===== src/rtl/lsu_word_bridge.sv =====
// lsu_word_bridge: load/store bridge between the execute stage and a
// word-addressed data memory. Accepts byte/half/word requests at byte
// addresses, performs read-modify-write for sub-word stores, and returns
// lane-aligned, extended load data. Misaligned or out-of-range requests
// are answered with resp_err and never touch memory.
//
// Optional feature macro: LSU_SIGNED_LOAD_EN
//   defined   -> req_signed selects sign extension of byte/half loads
//   undefined -> req_signed is ignored; sub-word loads zero-extend
module lsu_word_bridge #(
    parameter int unsigned MEM_ADDR_WIDTH = 10,
    parameter int unsigned MEM_WORDS      = 2**MEM_ADDR_WIDTH
) (
    input  logic        clk,
    input  logic        rst_n,
    input  logic        req_valid,
    output logic        req_ready,
    input  logic        req_write,
    input  logic [1:0]  req_size,
    input  logic        req_signed,
    input  logic [31:0] req_addr,
    input  logic [31:0] req_wdata,
    output logic        resp_valid,
    output logic [31:0] resp_rdata,
    output logic        resp_err,
    output logic [31:0] mem_addr,
    output logic        mem_read,
    output logic        mem_write,
    output logic [31:0] mem_wdata,
    input  logic [31:0] mem_rdata
);

    typedef enum logic [1:0] {IDLE, RD, WR, DONE} state_t;

    localparam logic       ENABLE    = 1'b1;
    localparam logic       DISABLE   = 1'b0;
    localparam logic [1:0] SIZE_BYTE = 2'd0;
    localparam logic [1:0] SIZE_HALF = 2'd1;
    localparam logic [1:0] SIZE_WORD = 2'd2;

    state_t      state_q, state_d;
    logic        write_q;
    logic [1:0]  size_q;
    logic [1:0]  lane_q;
    logic [31:0] wdata_q;
    logic        sign_ext;
    logic        req_err;
    logic        accept;
    logic [31:0] word_idx;

`ifdef LSU_SIGNED_LOAD_EN
    logic        signed_q;
    assign sign_ext = signed_q;
`else
    logic        unused_req_signed;
    assign unused_req_signed = req_signed;
    assign sign_ext = 1'b0;
`endif

    // Shift the addressed lane down to bit 0 and extend it to 32 bits.
    function automatic logic [31:0] load_extend(input logic [31:0] word,
                                                input logic [1:0]  size,
                                                input logic [1:0]  lane,
                                                input logic        sx);
        logic [7:0]  b;
        logic [15:0] h;
        logic [31:0] res;
        b = word[{lane, 3'b000} +: 8];
        h = lane[1] ? word[31:16] : word[15:0];
        case (size)
            SIZE_BYTE: res = {{24{sx & b[7]}}, b};
            SIZE_HALF: res = {{16{sx & h[15]}}, h};
            default:   res = word;
        endcase
        return res;
    endfunction

    // Replace the addressed lane of the buffered word with the store data.
    function automatic logic [31:0] merge_lane(input logic [31:0] word,
                                               input logic [31:0] data,
                                               input logic [1:0]  size,
                                               input logic [1:0]  lane);
        logic [31:0] res;
        res = word;
        case (size)
            SIZE_BYTE: res[{lane, 3'b000} +: 8] = data[7:0];
            SIZE_HALF: begin
                if (lane[1]) res[31:16] = data[15:0];
                else         res[15:0]  = data[15:0];
            end
            default:   res = data;
        endcase
        return res;
    endfunction

    assign word_idx = {2'b00, req_addr[31:2]};
    assign accept   = req_valid & req_ready;

    // Classify the incoming request: size/alignment legality and range.
    always_comb begin
        // NOTE: every always_comb output gets a default first so no path
        // leaves it unassigned and a latch is never inferred.
        req_err = 1'b0;
        case (req_size)
            SIZE_BYTE: req_err = 1'b0;
            SIZE_HALF: req_err = req_addr[0];
            SIZE_WORD: req_err = |req_addr[1:0];
            default:   req_err = 1'b1;
        endcase
        if (word_idx >= 32'(MEM_WORDS)) req_err = 1'b1;
    end

    // Next-state logic and state-decoded handshake/memory strobes.
    always_comb begin
        state_d    = state_q;
        req_ready  = 1'b0;
        resp_valid = 1'b0;
        mem_read   = DISABLE;
        mem_write  = DISABLE;
        case (state_q)
            IDLE: begin
                req_ready = rst_n;
                if (req_valid && rst_n) begin
                    if (req_err)                     state_d = DONE;
                    else if (!req_write)             state_d = RD;
                    else if (req_size == SIZE_WORD)  state_d = WR;
                    else                             state_d = RD;
                end
            end
            RD: begin
                mem_read = ENABLE;
                state_d  = write_q ? WR : DONE;
            end
            WR: begin
                mem_write = ENABLE;
                state_d   = DONE;
            end
            DONE: begin
                resp_valid = 1'b1;
                state_d    = IDLE;
            end
            default: state_d = IDLE;
        endcase
    end

    // State register; asynchronous reset abandons any access in flight.
    always_ff @(posedge clk or negedge rst_n) begin
        // NOTE: sequential state uses non-blocking assignments so every
        // register samples its inputs from before the edge.
        if (!rst_n) state_q <= IDLE;
        else        state_q <= state_d;
    end

    // Request latch, memory address/data registers and response registers.
    always_ff @(posedge clk or negedge rst_n) begin
        if (!rst_n) begin
            write_q    <= 1'b0;
            size_q     <= SIZE_BYTE;
            lane_q     <= 2'd0;
            wdata_q    <= '0;
`ifdef LSU_SIGNED_LOAD_EN
            signed_q   <= 1'b0;
`endif
            resp_rdata <= '0;
            resp_err   <= 1'b0;
            mem_addr   <= '0;
            mem_wdata  <= '0;
        end else begin
            case (state_q)
                IDLE: begin
                    if (accept) begin
                        write_q    <= req_write;
                        size_q     <= req_size;
                        lane_q     <= req_addr[1:0];
                        wdata_q    <= req_wdata;
`ifdef LSU_SIGNED_LOAD_EN
                        signed_q   <= req_signed;
`endif
                        resp_rdata <= '0;
                        resp_err   <= req_err;
                        // Rejected requests leave the memory port untouched.
                        if (!req_err) begin
                            mem_addr <= word_idx;
                            if (req_write && req_size == SIZE_WORD)
                                mem_wdata <= req_wdata;
                        end
                    end
                end
                RD: begin
                    if (write_q)
                        mem_wdata  <= merge_lane(mem_rdata, wdata_q, size_q, lane_q);
                    else
                        resp_rdata <= load_extend(mem_rdata, size_q, lane_q, sign_ext);
                end
                default: ;
            endcase
        end
    end

endmodule

===== config.mk =====
export PLATFORM = sky130hd
export DESIGN_NAME = lsu_word_bridge
export DESIGN_NICKNAME = d
export VERILOG_FILES = /design/src/rtl/lsu_word_bridge.sv
export SDC_FILE = /design/constraint.sdc
export NUM_CORES = 1
export LEC_CHECK = 0
export ABC_AREA = 0
export CAP_MARGIN = 25
export CORE_AREA = 2 2 119 121
export DETAILED_ROUTE_END_ITERATION = 7
export DIE_AREA = 0 0 121 123
export GPL_ROUTABILITY_DRIVEN = 0
export PLACE_DENSITY = 0.83
export SLEW_MARGIN = 20
export SYNTH_ARGS = -nofsm -noshare
export SYNTH_HDL_FRONTEND = slang
export SYNTH_SLANG_ARGS = --single-unit

===== constraint.sdc =====
create_clock -name clk -period 4.31 [get_ports clk]
set_clock_uncertainty 0.1 [all_clocks]
set_input_delay 0.862 -clock clk [delete_from_list [all_inputs] [get_ports clk]]
set_output_delay 0.862 -clock clk [all_outputs]
set_load 0.005 [all_outputs]

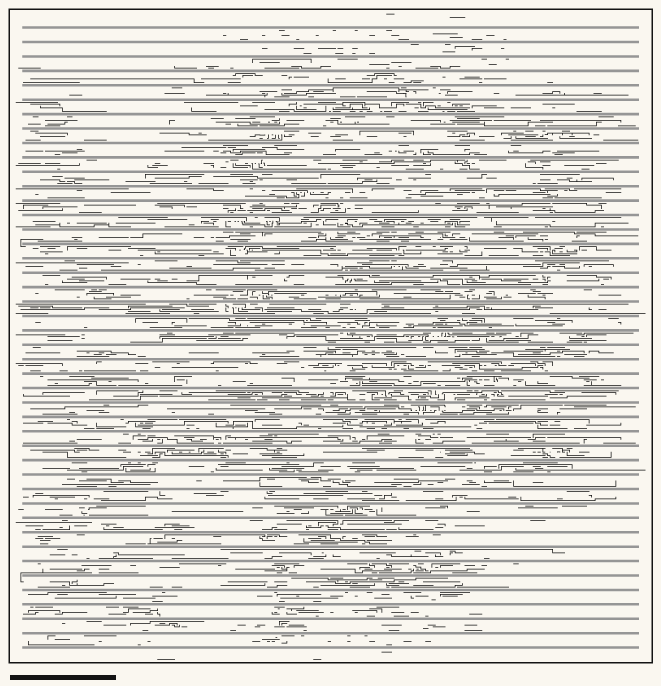
Fig. 1. M1 wires.
Scale bar: 20 um. Supply wires on this layer in grey.
main direction: horizontal
nets with wire on the layer: 816
longest straight run: 62.6 um
share of all routed wire: 37%

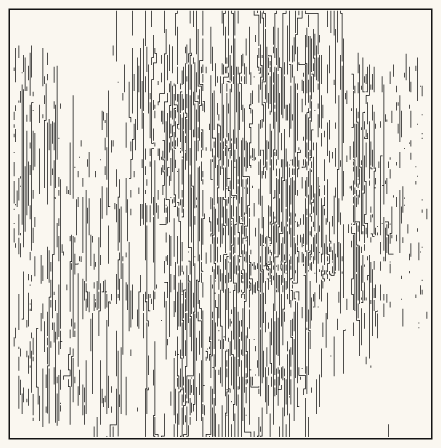
Fig. 2. Metal 2.
nets with wire on the layer: 856
longest straight run: 52.5 um
share of all routed wire: 48%
main direction: vertical

==> impl_results.rst <==
Synthesis and place-and-route
=============================

.. list-table::
   :header-rows: 1

   * - Metric
     - Value
   * - Outcome
     - finished, final reports clean
   * - Proportion of synthesized flip-flops having asynchronous set or reset
     - 100%
   * - Row count
     - 43
   * - N_diodes
     - 0
   * - Via/cell ratio
     - about 6
   * - Well-tap cell count
     - roughly 180
   * - Maximum clock insertion buffer count
     - 2
   * - Top FF cell, synth
     - dfrtp_1
   * - Minimum setup slack among reg-to-reg paths
     - about 1.2 ns
   * - Leading cell type by number of instances after synthesis
     - dfrtp_1
   * - Flop count
     - around 130
   * - Global route overflow
     - 0
   * - Sequential Area
     - about 3400 um^2
   * - Switching power
     - around 0.0024 W
   * - Slowest stage cell on the critical path
     - or2_1
   * - Dominant non-sequential cell family after synthesis
     - AND-OR/OR-AND gates
   * - Mux cell area share after synthesis
     - 12.8%
   * - Clock distribution power
     - ~0.0015 W
   * - Cell type contributing the most total cell area after synthesis
     - dfrtp_1
   * - Cell area after placement
     - between 8000 and 9000 um^2
   * - Proportion of synthesized chip area in sequential cells
     - between 50% and 60%
   * - Top power group
     - combinational cells
   * - Total negative slack for setup checks
     - 0 ns
   * - Internal Pwr Total
     - between 0.004 and 0.005 W
   * - Routing usage on met2
     - 48.0%
   * - Post-route design area
     - around 9400 um^2
   * - Sequential group power
     - between 0.002 and 0.0025 W
   * - Worst Setup SP
     - req_addr[17]
   * - Number of buffers inserted by port buffering
     - approximately 200
   * - Yosys aoi share
     - between 10% and 20%
   * - Vias after detailed routing
     - around 6200
   * - DRC Markers
     - 0
   * - First-pass GRT wire length
     - approximately 33000 um
   * - Data required time at the worst endpoint
     - between 4 and 5 ns
   * - Crit-path cells
     - clkdlybuf4s50_1, nor4_1, o211ai_1, o41a_1, or2_1, buf_4, o31ai_1
   * - Antenna violation net count after detailed routing
     - 0
   * - Critical path start-end classification
     - input pin to flop
   * - Pwr/cell area
     - around 680 nW/um^2
   * - Count of mapped cells out of synthesis
     - 658
   * - Mean area per synthesized cell
     - around 10 um^2
   * - Number of slew-limit violations in the final report
     - 0
   * - Setup repair after global routing missed its margin
     - no
   * - Die boundary height
     - roughly 120 um
   * - Placement Setup Slack
     - about 0.37 ns
   * - Routing usage on met3
     - 8.21%
   * - Sum of routed wire segments on met1
     - around 7700 um
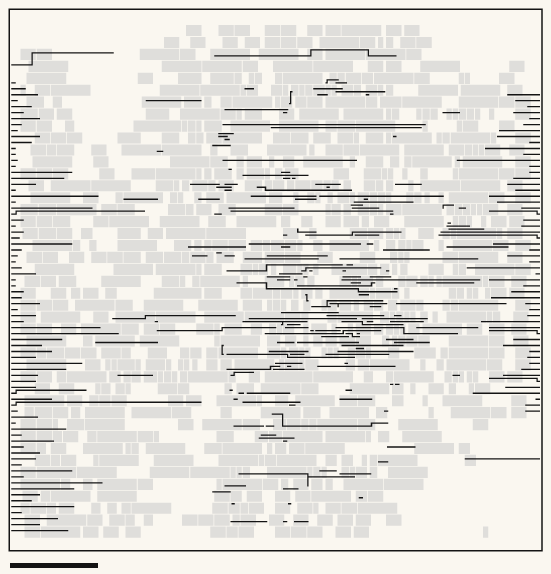
Fig. 3. Signal wires on met3.
Scale bar: 20 um.
longest straight run: 46.0 um
wire length on this layer: 2420 um

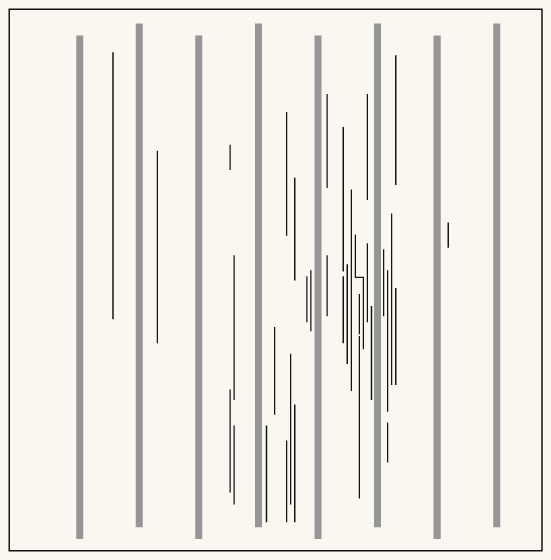
Fig. 4. The metal 4 layer.
Supply wires on this layer in grey.
longest straight run: 60.5 um
share of all routed wire: 3.9%

Power and IR drop assume default switching activity.
